## src/rtl/alu_arbiter.sv

```systemverilog
// Two-port arbiter in front of one shared combinational ALU. A single operation
// is in flight at a time; its result is held for the granted port until consumed.
module alu_arbiter #(
  parameter int unsigned RR_EN = 1,
  parameter int unsigned CNT_W = 16
) (
  input  logic             clk,
  input  logic             rst_n,
  input  logic             a_valid,
  input  logic             b_valid,
  output logic             a_ready,
  output logic             b_ready,
  input  logic [3:0]       a_ctrl,
  input  logic [3:0]       b_ctrl,
  input  logic [31:0]      a_op1,
  input  logic [31:0]      a_op2,
  input  logic [31:0]      b_op1,
  input  logic [31:0]      b_op2,
  output logic             a_rsp_valid,
  output logic             b_rsp_valid,
  input  logic             a_rsp_ready,
  input  logic             b_rsp_ready,
  output logic [31:0]      rsp_result,
  output logic             rsp_zero,
  output logic [3:0]       alu_ctrl,
  output logic [31:0]      alu_op1,
  output logic [31:0]      alu_op2,
  input  logic [31:0]      alu_result,
  input  logic             alu_zero,
  output logic [CNT_W-1:0] a_done_cnt,
  output logic [CNT_W-1:0] b_done_cnt,
  output logic             busy
);

  typedef enum logic [1:0] {IDLE, EXEC, RESP} state_t;

  state_t      state, state_nx;
  logic        last_b;
  logic        lat_b;
  logic [3:0]  lat_ctrl;
  logic [31:0] lat_op1, lat_op2;
  logic        gnt_a, gnt_b, req_hs, rsp_hs;

  // A wins contention under fixed priority, or when B was granted last.
  always_comb begin
    gnt_a = a_valid && (!b_valid || (RR_EN == 0) || last_b);
    gnt_b = b_valid && !gnt_a;
  end

  always_comb begin
    state_nx    = state;
    a_ready     = 1'b0;
    b_ready     = 1'b0;
    a_rsp_valid = 1'b0;
    b_rsp_valid = 1'b0;
    alu_ctrl    = 4'b0010;
    alu_op1     = '0;
    alu_op2     = '0;
    req_hs      = 1'b0;
    rsp_hs      = 1'b0;
    busy        = (state != IDLE);
    case (state)
      IDLE: begin
        // rst_n gating keeps ready low while reset is held
        a_ready = rst_n && gnt_a;
        b_ready = rst_n && gnt_b;
        req_hs  = gnt_a || gnt_b;
        if (req_hs) state_nx = EXEC;
      end
      EXEC: begin
        alu_ctrl = lat_ctrl;
        alu_op1  = lat_op1;
        alu_op2  = lat_op2;
        state_nx = RESP;
      end
      RESP: begin
        a_rsp_valid = !lat_b;
        b_rsp_valid = lat_b;
        rsp_hs      = lat_b ? b_rsp_ready : a_rsp_ready;
        if (rsp_hs) state_nx = IDLE;
      end
      default: state_nx = IDLE;
    endcase
  end

  always_ff @(posedge clk or negedge rst_n) begin
    if (!rst_n) begin
      state      <= IDLE;
      last_b     <= 1'b1;
      lat_b      <= 1'b0;
      lat_ctrl   <= '0;
      lat_op1    <= '0;
      lat_op2    <= '0;
      rsp_result <= '0;
      rsp_zero   <= 1'b0;
      a_done_cnt <= '0;
      b_done_cnt <= '0;
    end else begin
      state <= state_nx;
      if (req_hs) begin
        last_b   <= gnt_b;
        lat_b    <= gnt_b;
        lat_ctrl <= gnt_b ? b_ctrl : a_ctrl;
        lat_op1  <= gnt_b ? b_op1 : a_op1;
        lat_op2  <= gnt_b ? b_op2 : a_op2;
      end
      if (state == EXEC) begin
        rsp_result <= alu_result;
        rsp_zero   <= alu_zero;
      end
      if (rsp_hs) begin
        if (lat_b) begin
          if (b_done_cnt != '1) b_done_cnt <= b_done_cnt + CNT_W'(1);
        end else begin
          if (a_done_cnt != '1) a_done_cnt <= a_done_cnt + CNT_W'(1);
        end
      end
    end
  end

endmodule

```

## config.mk

```make
export PLATFORM = sky130hd
export DESIGN_NAME = alu_arbiter
export DESIGN_NICKNAME = d
export VERILOG_FILES = /design/src/rtl/alu_arbiter.sv
export SDC_FILE = /design/constraint.sdc
export NUM_CORES = 1
export LEC_CHECK = 0
export ABC_AREA = 1
export CAP_MARGIN = 20
export CORE_ASPECT_RATIO = 2
export CORE_UTILIZATION = 30
export DETAILED_ROUTE_END_ITERATION = 12
export DONT_BUFFER_PORTS = 1
export REMOVE_ABC_BUFFERS = 1
export SLEW_MARGIN = 20
export SYNTH_ARGS = -nofsm -noshare
export SYNTH_HDL_FRONTEND = slang
export SYNTH_SLANG_ARGS = --single-unit
```

## constraint.sdc

```tcl
create_clock -name clk -period 3.43 [get_ports clk]
set_clock_uncertainty 0.1 [all_clocks]
set_input_delay 0.5145 -clock clk [delete_from_list [all_inputs] [get_ports clk]]
set_output_delay 0.5145 -clock clk [all_outputs]
set_load 0.05 [all_outputs]
```

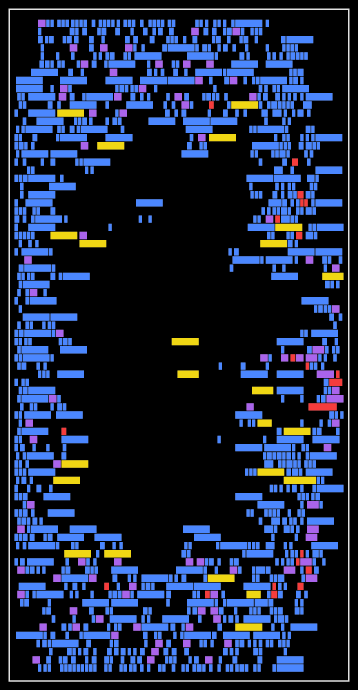
(images/sizing.png)
(3 px per um)
Key: yellow = x6 and larger [cells 23, share 2.1%]; purple = x3 and x4 [cells 84, share 7.5%]; blue = x1 and smaller [cells 987, share 89%]; red = x2 [cells 21, share 1.9%]
count of buffers not belonging to the clock network in the layout: 74
growth of design area from synthesis to finish: 17.36%
PnR worst setup slack: 677.2 ps
cell area after layout: 8630 um2

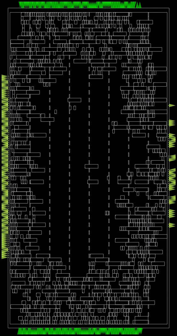
(images/placed.png)
Finished Core Util: 36.07%
Layout fillers: 2567
core box area: 23920 um2

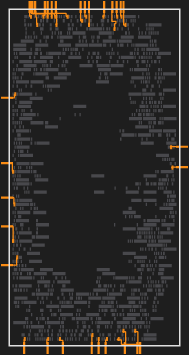
(images/port_trees.png)
(1.5 px per um)
Key: orange = b_op2 [bits 32, direction input, edge 16 top, 9 bottom, 5 left, 2 right, end cells 32, buffers 0, wire 271 um]
Buffers on Ports: 0
number of top-level design ports: 313

==> impl_summary.log <==
[report] implementation figures
[metrics] result of the run: complete, but fails checks
[metrics] violated checks: negative hold slack
[metrics] final wirelength: 20380 um
[metrics] CTS tree: yes
[metrics] DP Area: 8090 um2
[metrics] number of clock buffers inserted by TritonCTS: 17
[metrics] depth of the critical timing path with buffers and inverters included: 3
[metrics] number of antenna violations at the first check in global routing: 2
[metrics] chip height: 223.4 um
[metrics] ranking of synthesized cells by instance count: nand2_1 (388), inv_1 (165), dfrtp_1 (136)
[metrics] minimum hold slack: -320.1 ps
[metrics] instance tally after logic synthesis: 1060
[metrics] maximum number of buffers from clock root to sink: 2
[metrics] global-route wire length before repair: 32030 um
[metrics] launching element of the worst setup path: state[1]$_DFFE_PN0P_
[metrics] slew at the pin with the worst max-slew slack: 882.7 ps
[metrics] latest clock arrival within the worst-skew pair: 440 ps
[metrics] Max-Cap Viols: 0
[metrics] area of the mapped netlist: 7353 um2
[metrics] ANT nets after route: 0
[metrics] Post-CTS Resized: 0
[metrics] post-synthesis register bit count: 137
[metrics] count of endpoints failing hold in the final timing report: 136
[metrics] die width: 112.7 um
[metrics] fraction of final layout cells with drive strength greater than 1: 11.48%
[metrics] die footprint: 25180 um2
[metrics] clock transition at the register clock pins on the worst setup and hold paths after CTS: 60 ps
[metrics] CP delay by family, top: simple AND/OR/NAND/NOR gates
[metrics] yosys-reported design area after synthesis: 7353 um2
[metrics] cell breakdown of the critical path: inv_1 > nand2_1 > nor3b_2
[metrics] FMAX: 0.3633 GHz
[metrics] top cell type by instance count after synthesis: nand2_1
[metrics] placement row count: 80
[metrics] DRC: 0
[metrics] leakage dissipation: 4.448 nW
[metrics] Final Net Count: 1282
[metrics] RSZ-0062 raised after global routing: false
[metrics] number of global-route vias before repair: 6378
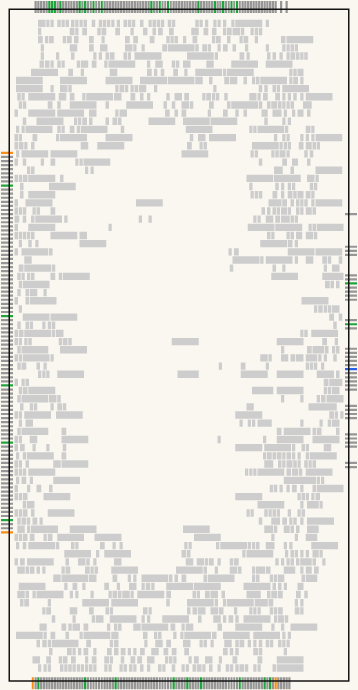
(images/pinout.png)
(3 px per um) Pins as bars across the die edge, other pins in gray.
Key: green = b_op2 [pins 32, direction input, edge 16 top, 9 bottom, 5 left, 2 right]; orange = a_ctrl [pins 4, direction input, edge 2 bottom, 2 left]; blue = busy [pins 1, direction output, edge right]

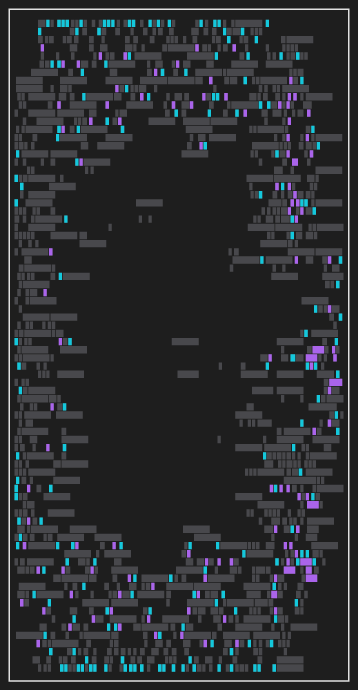
(images/gates.png)
(3 px per um)
Key: cyan = inv cells [cells 173, where spread over the die]; purple = nor cells [cells 113, where spread over the die]
post-layout instance count excluding filler cells: 1404
most frequent logic cell in the layout: nand2_1
multi-input gate share of the layout cell area: 35.44%

==> cells in the final DEF, fill, tap and decap left out, types with 2 or more instances in the layout <==
master	n
dfrtp_1	136
nand2_1	388
clkinv_2	6
clkbuf_8	2
xnor2_1	4
nor2_2	3
a21oi_4	2
inv_2	7
xor2_1	5
nand4_1	14
clkbuf_16	17
o21ai_1	50
nor2_1	103
buf_12	3
nand3_1	24
inv_1	165
o21ai_0	93
buf_4	71
diode_2	2
nand2_4	2
nand2_2	3
ha_1	2
clkinvlp_4	3
nand3b_1	2
nor2_4	6
==> state kept, by name, indices dropped and copies added (netlist names) <==
| register | flops |
|---|---|
| lat_op2 | 32 |
| lat_b | 1 |
| state | 2 |
| rsp_zero | 1 |
| rsp_result | 32 |
| last_b | 1 |
| lat_ctrl | 4 |
| lat_op1 | 32 |
| a_done_cnt | 16 |
| b_done_cnt | 16 |
==> layout make-up <==
cell class,instances,area [um2]
clock buffers,20,456.7
well taps,287,359.1
clock inverters,9,77.57
fillers,2567,15290
flip-flops and latches,137,3430
diodes,2,5.005
inverters,173,650.6
multi-input cells,702,3058
repair buffers,74,593.1
==> worst min path at each step <==
stage,slack [ps],start,to,depth (start not counted)
2_1_floorplan,120,rst_n,a_done_cnt[0]$_DFFE_PN0P_,0
3_3_place_gp,120,rst_n,a_done_cnt[10]$_DFFE_PN0P_,0
3_5_place_dp,120,rst_n,a_done_cnt[9]$_DFFE_PN0P_,0
4_1_cts,-360,rst_n,a_done_cnt[9]$_DFFE_PN0P_,0
5_1_grt,-350,rst_n,a_done_cnt[9]$_DFFE_PN0P_,0
6_report,-320,rst_n,a_done_cnt[9]$_DFFE_PN0P_,0
==> where the power goes <==
group	internal [mW]	switching (mW)
sequential	2.25	1.23
clock	1.01	0.699
combinational	0.842	2.22
total	4.10	4.14
==> worst register-to-register path, stage by stage, from the launching register on <==
cell and delay [ps]:
dfrtp_1 640, ha_1 400, inv_1 70, nor2_1 40, nand2_1 90, nor2_1 50, nor2_1 550, nand2_1 110
o21ai_1 120
==> cells by family (layout without fill, tap and decap cells) <==
family          Yosys count  after routing  share of synthesized area (%)
simple gates            546            546                          29.86
xor+xnor                  9              9                          1.072
buf+inv                 221            276                          12.17
compound gates          145            145                          9.920
flops                   137            137                          46.64
other cells               0              2                              0
fa+ha+maj                 2              2                         0.3403
==> per-layer routing <==
metal	global-route usage, %	up-vias	share of wire, %	wire length (um)
li1	-	3287	-	-
met2	31.68	189	55	11300
met5	0	-	0	0
met4	7.656	0	2.4	495
met1	16.48	3042	37	7575
met3	4.754	25	4.9	1002
==> stage by stage <==
stage	setup slack [ps]	std cells	hold WS [ps]
2_1_floorplan	-2778	1012	118.9
3_3_place_gp	1124	1373	122.0
3_5_place_dp	1120	1373	120.9
4_1_cts	633.3	1402	-358.4
5_1_grt	580.9	1402	-354.4
6_report	677.2	1404	-320.1
Power and IR drop assume default switching activity.
